$ cat config.mk
export PLATFORM = sky130hd
export DESIGN_NAME = cram_dram_sched
export DESIGN_NICKNAME = d
export VERILOG_FILES = /design/src/rtl/cram_dram_sched.sv
export SDC_FILE = /design/constraint.sdc
export NUM_CORES = 1
export LEC_CHECK = 0
export CELL_PAD_IN_SITES_DETAIL_PLACEMENT = 1
export CELL_PAD_IN_SITES_GLOBAL_PLACEMENT = 1
export CORE_UTILIZATION = 38
export DETAILED_ROUTE_END_ITERATION = 7
export GPL_TIMING_DRIVEN = 0
export PLACE_DENSITY_LB_ADDON = 0.1
export SKIP_LAST_GASP = 1
export SLEW_MARGIN = 20
export SYNTH_ARGS = -nofsm -noshare
export SYNTH_HDL_FRONTEND = slang
export SYNTH_SLANG_ARGS = --single-unit
$ cat constraint.sdc
create_clock -name DotClk -period 3.75 [get_ports DotClk]
set_input_delay 0.375 -clock DotClk [delete_from_list [all_inputs] [get_ports DotClk]]
set_output_delay 0.375 -clock DotClk [all_outputs]
set_load 0.05 [all_outputs]
$ cat src/rtl/cram_dram_sched.sv
// Cartridge DRAM access engine: arbitrates the C64 bus port and an auxiliary
// port onto one DRAM, sequences RAS/CAS/WE and schedules CBR refresh.
module cram_dram_sched #(
  parameter int REF_INTERVAL = 120,
  parameter int CAS_CYC      = 2,
  parameter int PRE_CYC      = 2
) (
  input  logic        DotClk,
  input  logic        nRES,
  input  logic        bus_req,
  input  logic        bus_we,
  input  logic [10:0] bus_row,
  input  logic [10:0] bus_col,
  input  logic [7:0]  bus_wdata,
  output logic        bus_ack,
  input  logic        aux_req,
  input  logic        aux_we,
  input  logic [10:0] aux_row,
  input  logic [10:0] aux_col,
  input  logic [7:0]  aux_wdata,
  output logic        aux_ack,
  output logic [7:0]  rdata,
  output logic [10:0] RA,
  output logic        nRAS,
  output logic        nCAS,
  output logic        nRWE,
  input  logic [7:0]  rd_in,
  output logic [7:0]  rd_out,
  output logic        rd_oe,
  output logic [1:0]  ref_owed,
  output logic        ref_overrun
);

  localparam int TW = (REF_INTERVAL > 2) ? $clog2(REF_INTERVAL) : 1;
  localparam logic [1:0] CAS_LAST = 2'(CAS_CYC - 1);
  localparam logic [1:0] PRE_LAST = 2'(PRE_CYC - 1);

  typedef enum logic [2:0] {IDLE, ROW, COL, PRE, RCAS, RRAS} stateT;

  stateT         state;
  logic [1:0]    cnt;
  logic [TW-1:0] refTimer;
  logic          latAux;
  logic          latWe;
  logic [10:0]   latCol;
  logic [7:0]    latWdata;
  logic          rrAux;

  logic refWrap;
  logic refTake;
  logic grantAny;
  logic grantAux;

  assign refWrap  = (refTimer == TW'(REF_INTERVAL - 1));
  assign refTake  = (state == IDLE) && (ref_owed != 2'd0);
  assign grantAny = bus_req || aux_req;
  // A lone requester wins outright; the pointer only settles a tie.
  assign grantAux = aux_req && (!bus_req || rrAux);

  // NOTE: all state below is updated with non-blocking assignments so every
  // register samples pre-edge values regardless of block ordering.
  always_ff @(posedge DotClk or negedge nRES) begin
    if (!nRES) begin
      refTimer    <= '0;
      ref_owed    <= 2'd0;
      ref_overrun <= 1'b0;
    end else begin
      refTimer <= refWrap ? '0 : refTimer + TW'(1);
      if (refWrap && !refTake) begin
        if (ref_owed == 2'd3) ref_overrun <= 1'b1;
        else                  ref_owed    <= ref_owed + 2'd1;
      end else if (refTake && !refWrap) begin
        ref_owed <= ref_owed - 2'd1;
      end
    end
  end

  always_ff @(posedge DotClk or negedge nRES) begin
    if (!nRES) begin
      state    <= IDLE;
      cnt      <= 2'd0;
      latAux   <= 1'b0;
      latWe    <= 1'b0;
      latCol   <= '0;
      latWdata <= '0;
      rrAux    <= 1'b0;
      bus_ack  <= 1'b0;
      aux_ack  <= 1'b0;
      rdata    <= '0;
      RA       <= '0;
      nRAS     <= 1'b1;
      nCAS     <= 1'b1;
      nRWE     <= 1'b1;
      rd_out   <= '0;
      rd_oe    <= 1'b0;
    end else begin
      bus_ack <= 1'b0;
      aux_ack <= 1'b0;
      case (state)
        IDLE: begin
          if (refTake) begin
            state <= RCAS;
            nCAS  <= 1'b0;
            RA    <= '0;
          end else if (grantAny) begin
            state    <= ROW;
            nRAS     <= 1'b0;
            RA       <= grantAux ? aux_row   : bus_row;
            latAux   <= grantAux;
            latWe    <= grantAux ? aux_we    : bus_we;
            latCol   <= grantAux ? aux_col   : bus_col;
            latWdata <= grantAux ? aux_wdata : bus_wdata;
            rrAux    <= !grantAux;
          end
        end
        ROW: begin
          state <= COL;
          RA    <= latCol;
          nCAS  <= 1'b0;
          cnt   <= CAS_LAST;
          if (latWe) begin
            nRWE   <= 1'b0;
            rd_oe  <= 1'b1;
            rd_out <= latWdata;
          end
        end
        COL: begin
          if (cnt == 2'd0) begin
            state  <= PRE;
            cnt    <= PRE_LAST;
            nRAS   <= 1'b1;
            nCAS   <= 1'b1;
            nRWE   <= 1'b1;
            rd_oe  <= 1'b0;
            rd_out <= '0;
            RA     <= '0;
            if (!latWe) rdata <= rd_in;
            bus_ack <= !latAux;
            aux_ack <= latAux;
          end else begin
            cnt <= cnt - 2'd1;
          end
        end
        PRE: begin
          if (cnt == 2'd0) state <= IDLE;
          else             cnt   <= cnt - 2'd1;
        end
        RCAS: begin
          state <= RRAS;
          nRAS  <= 1'b0;
          cnt   <= CAS_LAST;
        end
        RRAS: begin
          if (cnt == 2'd0) begin
            state <= PRE;
            cnt   <= PRE_LAST;
            nRAS  <= 1'b1;
            nCAS  <= 1'b1;
          end else begin
            cnt <= cnt - 2'd1;
          end
        end
        default: state <= IDLE;
      endcase
    end
  end

endmodule
==> impl_metrics.csv <==
group,metric,value,unit
detailed_routing,dr_wl_met3,419,µm
clocking,cts_setup_buffers,0,
timing,layout_setup_ws,1.57,ns
yosys,top_logic_kind,"AND-OR/OR-AND gates",
setup_path,crit-reg2reg-capture,"rdata[0]",
placement,port_buffers,109,
detailed_routing,drtIter0Drc,125,
setup_path,required,3.97,ns
yosys,postSynthAreaPerCell,10.0,µm²
floorplanning,rows,34,
detailed_routing,post_drt_via_cell_ratio,5.33,
detailed_routing,wl_met2,4930,µm
min_path,hp-start,"nRWE",
power,power_frac_comb,52.5,%
timing,setup_viol,0,
yosys,synth-edff-count,0,
setup_path,crit_chain,"inv_1, ha_1, clkbuf_1, nand4bb_2, nor2_4, mux2_2",
setup_path,startpoint_type,"register",
power,maxPowerGroup,"combinational cells",
setup_path,end_kind,"register",
finish,fillers,992,
power,power.internal,2270,µW
clocking,root_buffer,"clkbuf_8",
timing,tns,0,ns
detailed_routing,routed.top_layer,"met4",
clocking,clock-sinks,70,
outcome,status,"complete, no violations",
min_path,min_to,"nRWE",
placement,place_inst,562,
yosys,ys_warn_count,0,
yosys,aoi_share,24.1,%
global_route,grt_pass1_wl,17100,µm
min_path,hold_depth,2,
timing,fin_crit,2.18,ns
setup_path,critPathMaxStageDelay,0.43,ns
power,p_sw,1750,µW
timing,hold_violations,0,
global_route,use_met2,38.1,%
setup_path,r2r-start,"cnt[0]",
yosys,synth.top_cell.area_share,48.6,%
global_route,antenna_found_initial,0,
placement,gp_congestion,0.765,
yosys,yosys_cells,344,
power,clkPwrFrac,16.5,%
power,p_leak,0.00203,µW
finish,diodes,0,
clocking,clk_pin_slew_worst_paths,0.08,ns
setup_path,cp_num_cells,6,
timing,finClkSkew,0.00931,ns
setup_path,crit_path_max_fanout,10,
yosys,ys_types,51,
finish,nets,543,
yosys,area_leaders,"dfrtp_1 49%, o2bb2ai_1 5.1%, nand2_1 4.9%",
clocking,cts.repair.resized,0,
global_route,grt_max_degree,43,
yosys,muxShareOfSynthArea,3.19,%
setup_path,startpoint,"cnt[0]",
power,pg_clk,663,µW
clocking,cts_buffers,9,
setup_path,r2r_slack,1.57,ns
floorplanning,dieArea,0.00947,mm²
placement,place_ws,1.53,ns
yosys,ys_ff,70,
yosys,ys_chip_area,0.00345,mm²
finish,final_area,0.00492,mm²
power,seq_power,1250,µW
floorplanning,die_h,97.3,µm
clocking,cts_tree,"yes",
job,cap_violations,0,
setup_path,critical_path_class,"register to register",
global_route,first_global_vias,3389,
power,power_frac_seq,31.0,%
setup_path,cp-endpoint,"rdata[0]",
timing,relSlewSlack,64.7,%
detailed_routing,dr.pass1.iters,4,
yosys,postSynth.asyncResetShare,100,%
floorplanning,ios,110,
yosys,xor_share,0.761,%
timing,tightestPinTransition,0.527,ns
detailed_routing,ant_nets,0,
power,swShare,43.4,%
floorplanning,initial_core_util,39.4,%
clocking,cts_buffer_depth,2,
-- cell usage after synthesis (all sizes together) (3+ instances only) --
master,instances
a21oi,16
a22o,3
a22oi,21
buf,12
clkbuf,16
dfrtp,67
dfstp,3
ha,3
inv,9
mux2,8
nand2,45
nand2b,7
nand3,14
nor2,18
nor2b,4
nor3,4
o21ai,31
o22a,12
o2bb2ai,20
-- cell type report --
class	count	share of cell area (%)
plain buffers	28	2.87
clock buffers	12	2.95
clock inverters	4	1.42
inverters	9	0.687
multi-input cells	237	30.9
flip-flops and latches	70	35.7
well taps	108	2.75
repair buffers	111	22.7
-- flip-flops by register name (all words and copies together) (netlist names), 2 cells and up --
register / cells
ref_owed: 2
state: 3
refTimer: 7
rdata: 8
rd_out: 8
RA: 11
cnt: 2
latCol: 11
latWdata: 8
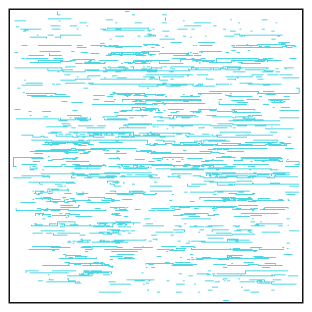
*M1 wires*
Drawn at 3 px/µm.
The wires run mostly horizontal. The layer holds 45% of the routed length. 493 nets have wire on it. The layer carries 4520 µm of wire. The longest straight run is 38.6 µm.
GR Layer Usage met1: 29.5%
DR vias: 3088
Post-Route WL: 9980 µm

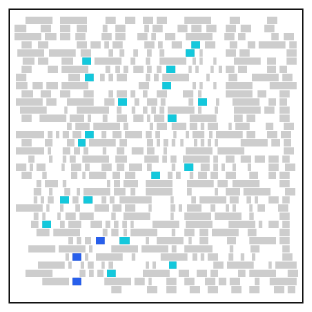
*Selected gate families*
Drawn at 3 px/µm.
Key: XOR/XNOR gates = blue [cells 3]; AND-OR and OR-AND gates = cyan [cells 19]

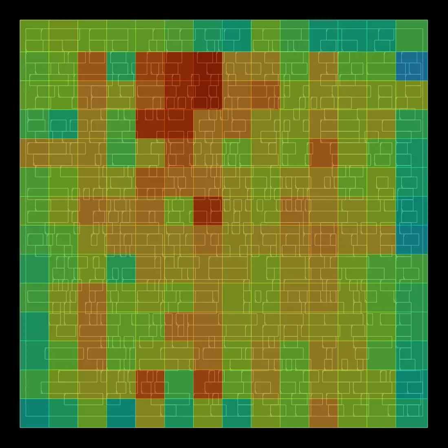
*Track usage over the die*
gr busiest metal: met2
M3 GR Usage: 6.04%
DR WL/cell: 17.2 µm
gr usage total: 22.7%
final core occ: 56.1%

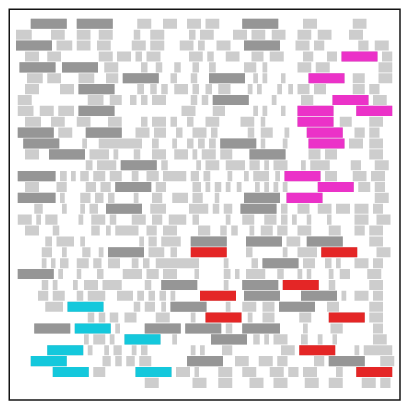
*Sequential cells grouped by signal name*
Drawn at 4 px/µm. Other sequential cells in the stronger gray, the rest of the logic in the fainter gray.
Key: `rd_out` = red [flops 8]; `refTimer` = cyan [flops 7, where lower left]; `latCol` = magenta [flops 11]

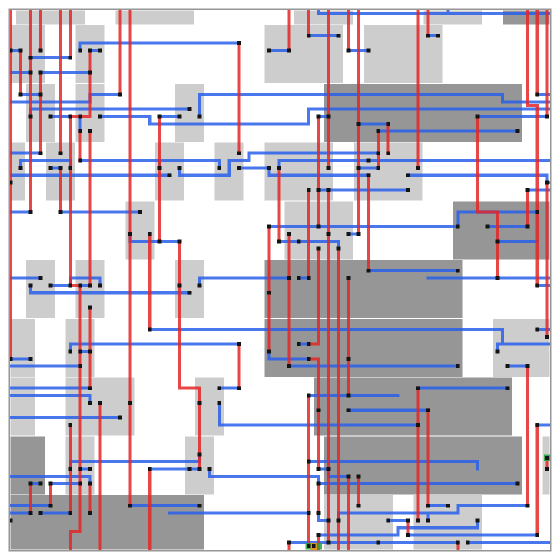
*Layout detail*
Region (60, 60) to (85, 85) µm. Cells in gray, sequential cells in the stronger gray; small squares are vias.
Key: met3 = green; met1 = blue; met4 = orange; met2 = red
Netlist names of flops here include `latCol` (5), `RA` (1). Most frequent: nand2_1 (16), dfrtp_1 (6), o2bb2ai_1 (6). Sequential cells in the window: 6. 33 logic cells have their middle in the window.

No activity file was given, so power comes from the tool's default toggle rates.
